`src/rtl/chan_sel_mux_reg_if.sv`:
```
// Handshake/data bundle between N_CH producers, the channel mux, and one consumer.
interface chan_sel_mux_reg_if #(
    parameter int unsigned N_CH   = 4,
    parameter int unsigned DATA_W = 4
);
    localparam int unsigned SEL_W = (N_CH > 1) ? $clog2(N_CH) : 1;

    logic                     mode;
    logic [SEL_W-1:0]         addr;
    logic [N_CH*DATA_W-1:0]   in_data;
    logic [N_CH-1:0]          in_valid;
    logic [N_CH-1:0]          in_ready;
    logic [DATA_W-1:0]        out_data;
    logic [SEL_W-1:0]         out_chan;
    logic                     out_valid;
    logic                     out_ready;

    // Producer/consumer side
    modport master (
        output mode, addr, in_data, in_valid, out_ready,
        input  in_ready, out_data, out_chan, out_valid
    );

    // Mux side
    modport slave (
        input  mode, addr, in_data, in_valid, out_ready,
        output in_ready, out_data, out_chan, out_valid
    );
endinterface

```
`src/rtl/chan_sel_mux_reg.sv`:
```
// Registered N-to-1 channel mux with address-select or round-robin grant and a single
// output pipeline stage carrying data plus the index of the source channel.
module chan_sel_mux_reg #(
    parameter int unsigned N_CH   = 4,
    parameter int unsigned DATA_W = 4
) (
    input  logic                clk,
    input  logic                rst_n,
    chan_sel_mux_reg_if.slave   bus
);
    localparam int unsigned SEL_W = (N_CH > 1) ? $clog2(N_CH) : 1;

    logic               load_en;
    logic               grant_vld;
    logic [SEL_W-1:0]   grant_idx;
    logic               xfer;
    int unsigned        pos;

    logic [DATA_W-1:0]  out_data_q, out_data_d;
    logic [SEL_W-1:0]   out_chan_q, out_chan_d;
    logic               out_valid_q, out_valid_d;
    logic [SEL_W-1:0]   rr_ptr_q, rr_ptr_d;

    // Output stage is free now, or is being drained this cycle
    assign load_en = !out_valid_q || bus.out_ready;
    assign xfer    = load_en && grant_vld;

    // Grant selection: exact address match in mode 0, rotating priority from rr_ptr in mode 1
    always_comb begin
        grant_vld = 1'b0;
        grant_idx = '0;
        pos       = 0;
        if (!bus.mode) begin
            // Out-of-range addr matches no k, so it can never grant
            for (int unsigned k = 0; k < N_CH; k++) begin
                if (bus.addr == SEL_W'(k) && bus.in_valid[k]) begin
                    grant_vld = 1'b1;
                    grant_idx = SEL_W'(k);
                end
            end
        end else begin
            for (int unsigned i = 0; i < N_CH; i++) begin
                pos = 32'(rr_ptr_q) + i;
                if (pos >= N_CH) pos = pos - N_CH;
                for (int unsigned k = 0; k < N_CH; k++) begin
                    if (!grant_vld && k == pos && bus.in_valid[k]) begin
                        grant_vld = 1'b1;
                        grant_idx = SEL_W'(k);
                    end
                end
            end
        end
    end

    // One-hot ready toward the granted producer only
    always_comb begin
        bus.in_ready = '0;
        for (int unsigned k = 0; k < N_CH; k++) begin
            bus.in_ready[k] = load_en && grant_vld && (grant_idx == SEL_W'(k));
        end
    end

    // Next-state for the output stage and the round-robin pointer
    always_comb begin
        out_data_d  = out_data_q;
        out_chan_d  = out_chan_q;
        out_valid_d = out_valid_q;
        rr_ptr_d    = rr_ptr_q;
        if (xfer) begin
            for (int unsigned k = 0; k < N_CH; k++) begin
                if (grant_idx == SEL_W'(k)) out_data_d = bus.in_data[k*DATA_W +: DATA_W];
            end
            out_chan_d  = grant_idx;
            out_valid_d = 1'b1;
            if (bus.mode) begin
                rr_ptr_d = (grant_idx == SEL_W'(N_CH - 1)) ? '0 : grant_idx + 1'b1;
            end
        end else if (out_valid_q && bus.out_ready) begin
            out_valid_d = 1'b0;
        end
    end

    // State registers; reset discards any in-flight word
    always_ff @(posedge clk or negedge rst_n) begin
        if (!rst_n) begin
            out_data_q  <= '0;
            out_chan_q  <= '0;
            out_valid_q <= 1'b0;
            rr_ptr_q    <= '0;
        end else begin
            out_data_q  <= out_data_d;
            out_chan_q  <= out_chan_d;
            out_valid_q <= out_valid_d;
            rr_ptr_q    <= rr_ptr_d;
        end
    end

    assign bus.out_data  = out_data_q;
    assign bus.out_chan  = out_chan_q;
    assign bus.out_valid = out_valid_q;
endmodule

```
`src/flat_wrapper.sv`:
```
// flat-port wrapper written by rule: the top's interface ports become plain ports
module chan_sel_mux_reg_flat 
#(
    parameter int unsigned N_CH   = 4,
    parameter int unsigned DATA_W = 4
)
  (clk, rst_n, bus_mode, bus_addr, bus_in_data, bus_in_valid, bus_out_ready, bus_in_ready, bus_out_data, bus_out_chan, bus_out_valid);
  chan_sel_mux_reg_if #(.N_CH(N_CH), .DATA_W(DATA_W)) bus_i ();
  input  logic clk;
  input  logic rst_n;
  input wire logic [$bits(bus_i.mode)-1:0] bus_mode;
  input wire logic [$bits(bus_i.addr)-1:0] bus_addr;
  input wire logic [$bits(bus_i.in_data)-1:0] bus_in_data;
  input wire logic [$bits(bus_i.in_valid)-1:0] bus_in_valid;
  input wire logic [$bits(bus_i.out_ready)-1:0] bus_out_ready;
  output wire logic [$bits(bus_i.in_ready)-1:0] bus_in_ready;
  output wire logic [$bits(bus_i.out_data)-1:0] bus_out_data;
  output wire logic [$bits(bus_i.out_chan)-1:0] bus_out_chan;
  output wire logic [$bits(bus_i.out_valid)-1:0] bus_out_valid;
  assign bus_i.mode = bus_mode;
  assign bus_i.addr = bus_addr;
  assign bus_i.in_data = bus_in_data;
  assign bus_i.in_valid = bus_in_valid;
  assign bus_i.out_ready = bus_out_ready;
  assign bus_in_ready = bus_i.in_ready;
  assign bus_out_data = bus_i.out_data;
  assign bus_out_chan = bus_i.out_chan;
  assign bus_out_valid = bus_i.out_valid;
  chan_sel_mux_reg #(.N_CH(N_CH), .DATA_W(DATA_W)) u_core (.clk(clk), .rst_n(rst_n), .bus(bus_i));
endmodule
```
`config.mk`:
```
export PLATFORM = sky130hd
export DESIGN_NAME = chan_sel_mux_reg_flat
export DESIGN_NICKNAME = d
export VERILOG_FILES = /design/src/rtl/chan_sel_mux_reg_if.sv /design/src/rtl/chan_sel_mux_reg.sv /design/src/flat_wrapper.sv
export SDC_FILE = /design/constraint.sdc
export NUM_CORES = 1
export LEC_CHECK = 0
export CAP_MARGIN = 15
export CORE_ASPECT_RATIO = 0.8
export CORE_MARGIN = 4
export CORE_UTILIZATION = 40
export DETAILED_ROUTE_END_ITERATION = 10
export PLACE_DENSITY = 0.78
export REMOVE_ABC_BUFFERS = 1
export SLEW_MARGIN = 5
export SYNTH_ARGS = -nofsm -noshare
export SYNTH_HDL_FRONTEND = slang
export SYNTH_SLANG_ARGS = --single-unit
```
`constraint.sdc`:
```
create_clock -name clk -period 3.02 [get_ports clk]
set_clock_uncertainty 0.1 [all_clocks]
set_input_delay 0.302 -clock clk [delete_from_list [all_inputs] [get_ports clk]]
set_output_delay 0.302 -clock clk [all_outputs]
set_load 0.02 [all_outputs]
```
### Close-up of the layout

Region (14, 0) to (44, 30) microns. Cells in grey, sequential cells in the stronger grey; small squares are vias.
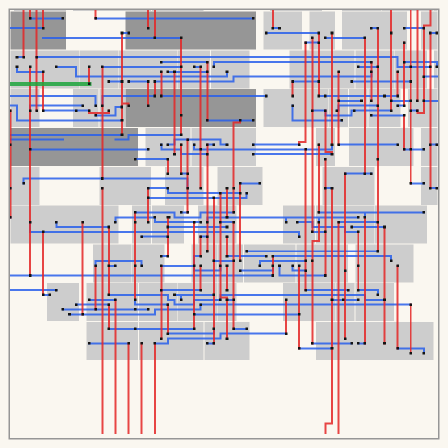
legend:
  green:
    layer: metal 3
  blue:
    layer: metal 1
  red:
    layer: metal 2
cells with their middle in the window: 60
most frequent: buf_4 (7), clkdlybuf4s50_1 (6)
sequential cells in the window: 3
netlist names of flops here include: u_core.rr_ptr_q (2), u_core.bus.out_data (1)

### Gate families picked out

(10 px per micron)
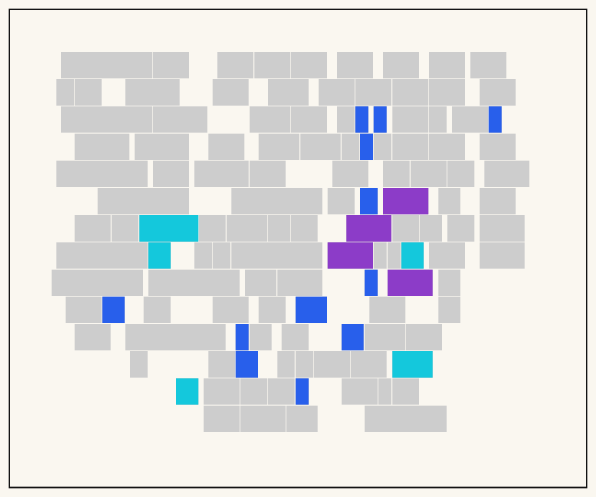
legend:
  purple:
    family: fa/ha/maj cells
    cells: 4
    most_used: ha_1
  blue:
    family: nand cells
    cells: 12
    most_used: nand2_1
  cyan:
    family: nor cells
    cells: 5
    most_used: nor4_1

### Clock wires, drivers and flops

(6 px per micron)
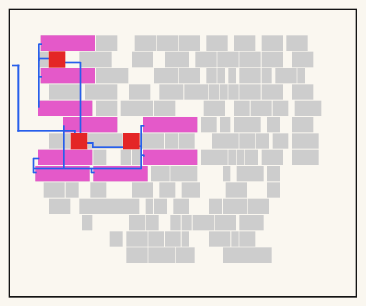
legend:
  red:
    item: clock drivers
    count: 3
  magenta:
    item: flip-flops
    count: 9
  blue:
    item: clock wires
    length: 105 microns
routed clock nets: 4

==> summary.txt <==
flow finished, numbers: CP required=2620 ps, post-synth top area cell=dfrtp_1, die area=0.00275 sq mm, static leakage=between 0.5 and 0.6 nW, Worst-Skew Late Latency=between 200 and 300 ps, commonest non-fill, non-tap cells in the layout=clkdlybuf4s50_1, buf_4, o21ai_0, dfrtp_1, nand2_1, Fin Setup TNS=0 ps, worst setup path end=bus_in_ready[1], status=complete, no violations, Yosys chip area=787 sq um, dominant kind of cell by area=multi-input combinational cells, # rows=14, Multi-In Gates=around 61, Hold WC Path Type=input pin to async pin, total power=~0.73 mW, Fill cells=149, clock buffers=3, Seq share, synth=0.286, Final period util=0.964, library cells used by synthesis=28, register area=~230 sq um, critical path peak fanout=4
-- power groups by stage --
stage	Clock, mW	Sequential [mW]	Combinational, mW
3_3_place_gp	0	0.200	0.426
4_1_cts	0.0934	0.203	0.432
3_5_place_dp	0	0.206	0.429
6_report	0.0900	0.203	0.436
5_1_grt	0.104	0.208	0.467
2_1_floorplan	0	0.243	0.201
-- routing by layer --
layer  part of all wire  track usage  up-vias
li1                   -            -      372
met3              0.024       0.0162        2
met1               0.50        0.225      332
met5                  0            0        -
met4             0.0049       0.0556        0
met2               0.47        0.236       10
-- synth_stat cells, types with 2 or more instances --
cell type / n
mux2_2: 6
nor4_1: 2
dfrtp_1: 9
ha_1: 4
mux2i_1: 5
clkbuf_1: 2
mux2_4: 5
inv_1: 3
nand2_1: 7
and2_1: 4
nand2b_1: 3
o21ai_0: 9
Power is estimated from default activity; no workload was simulated.
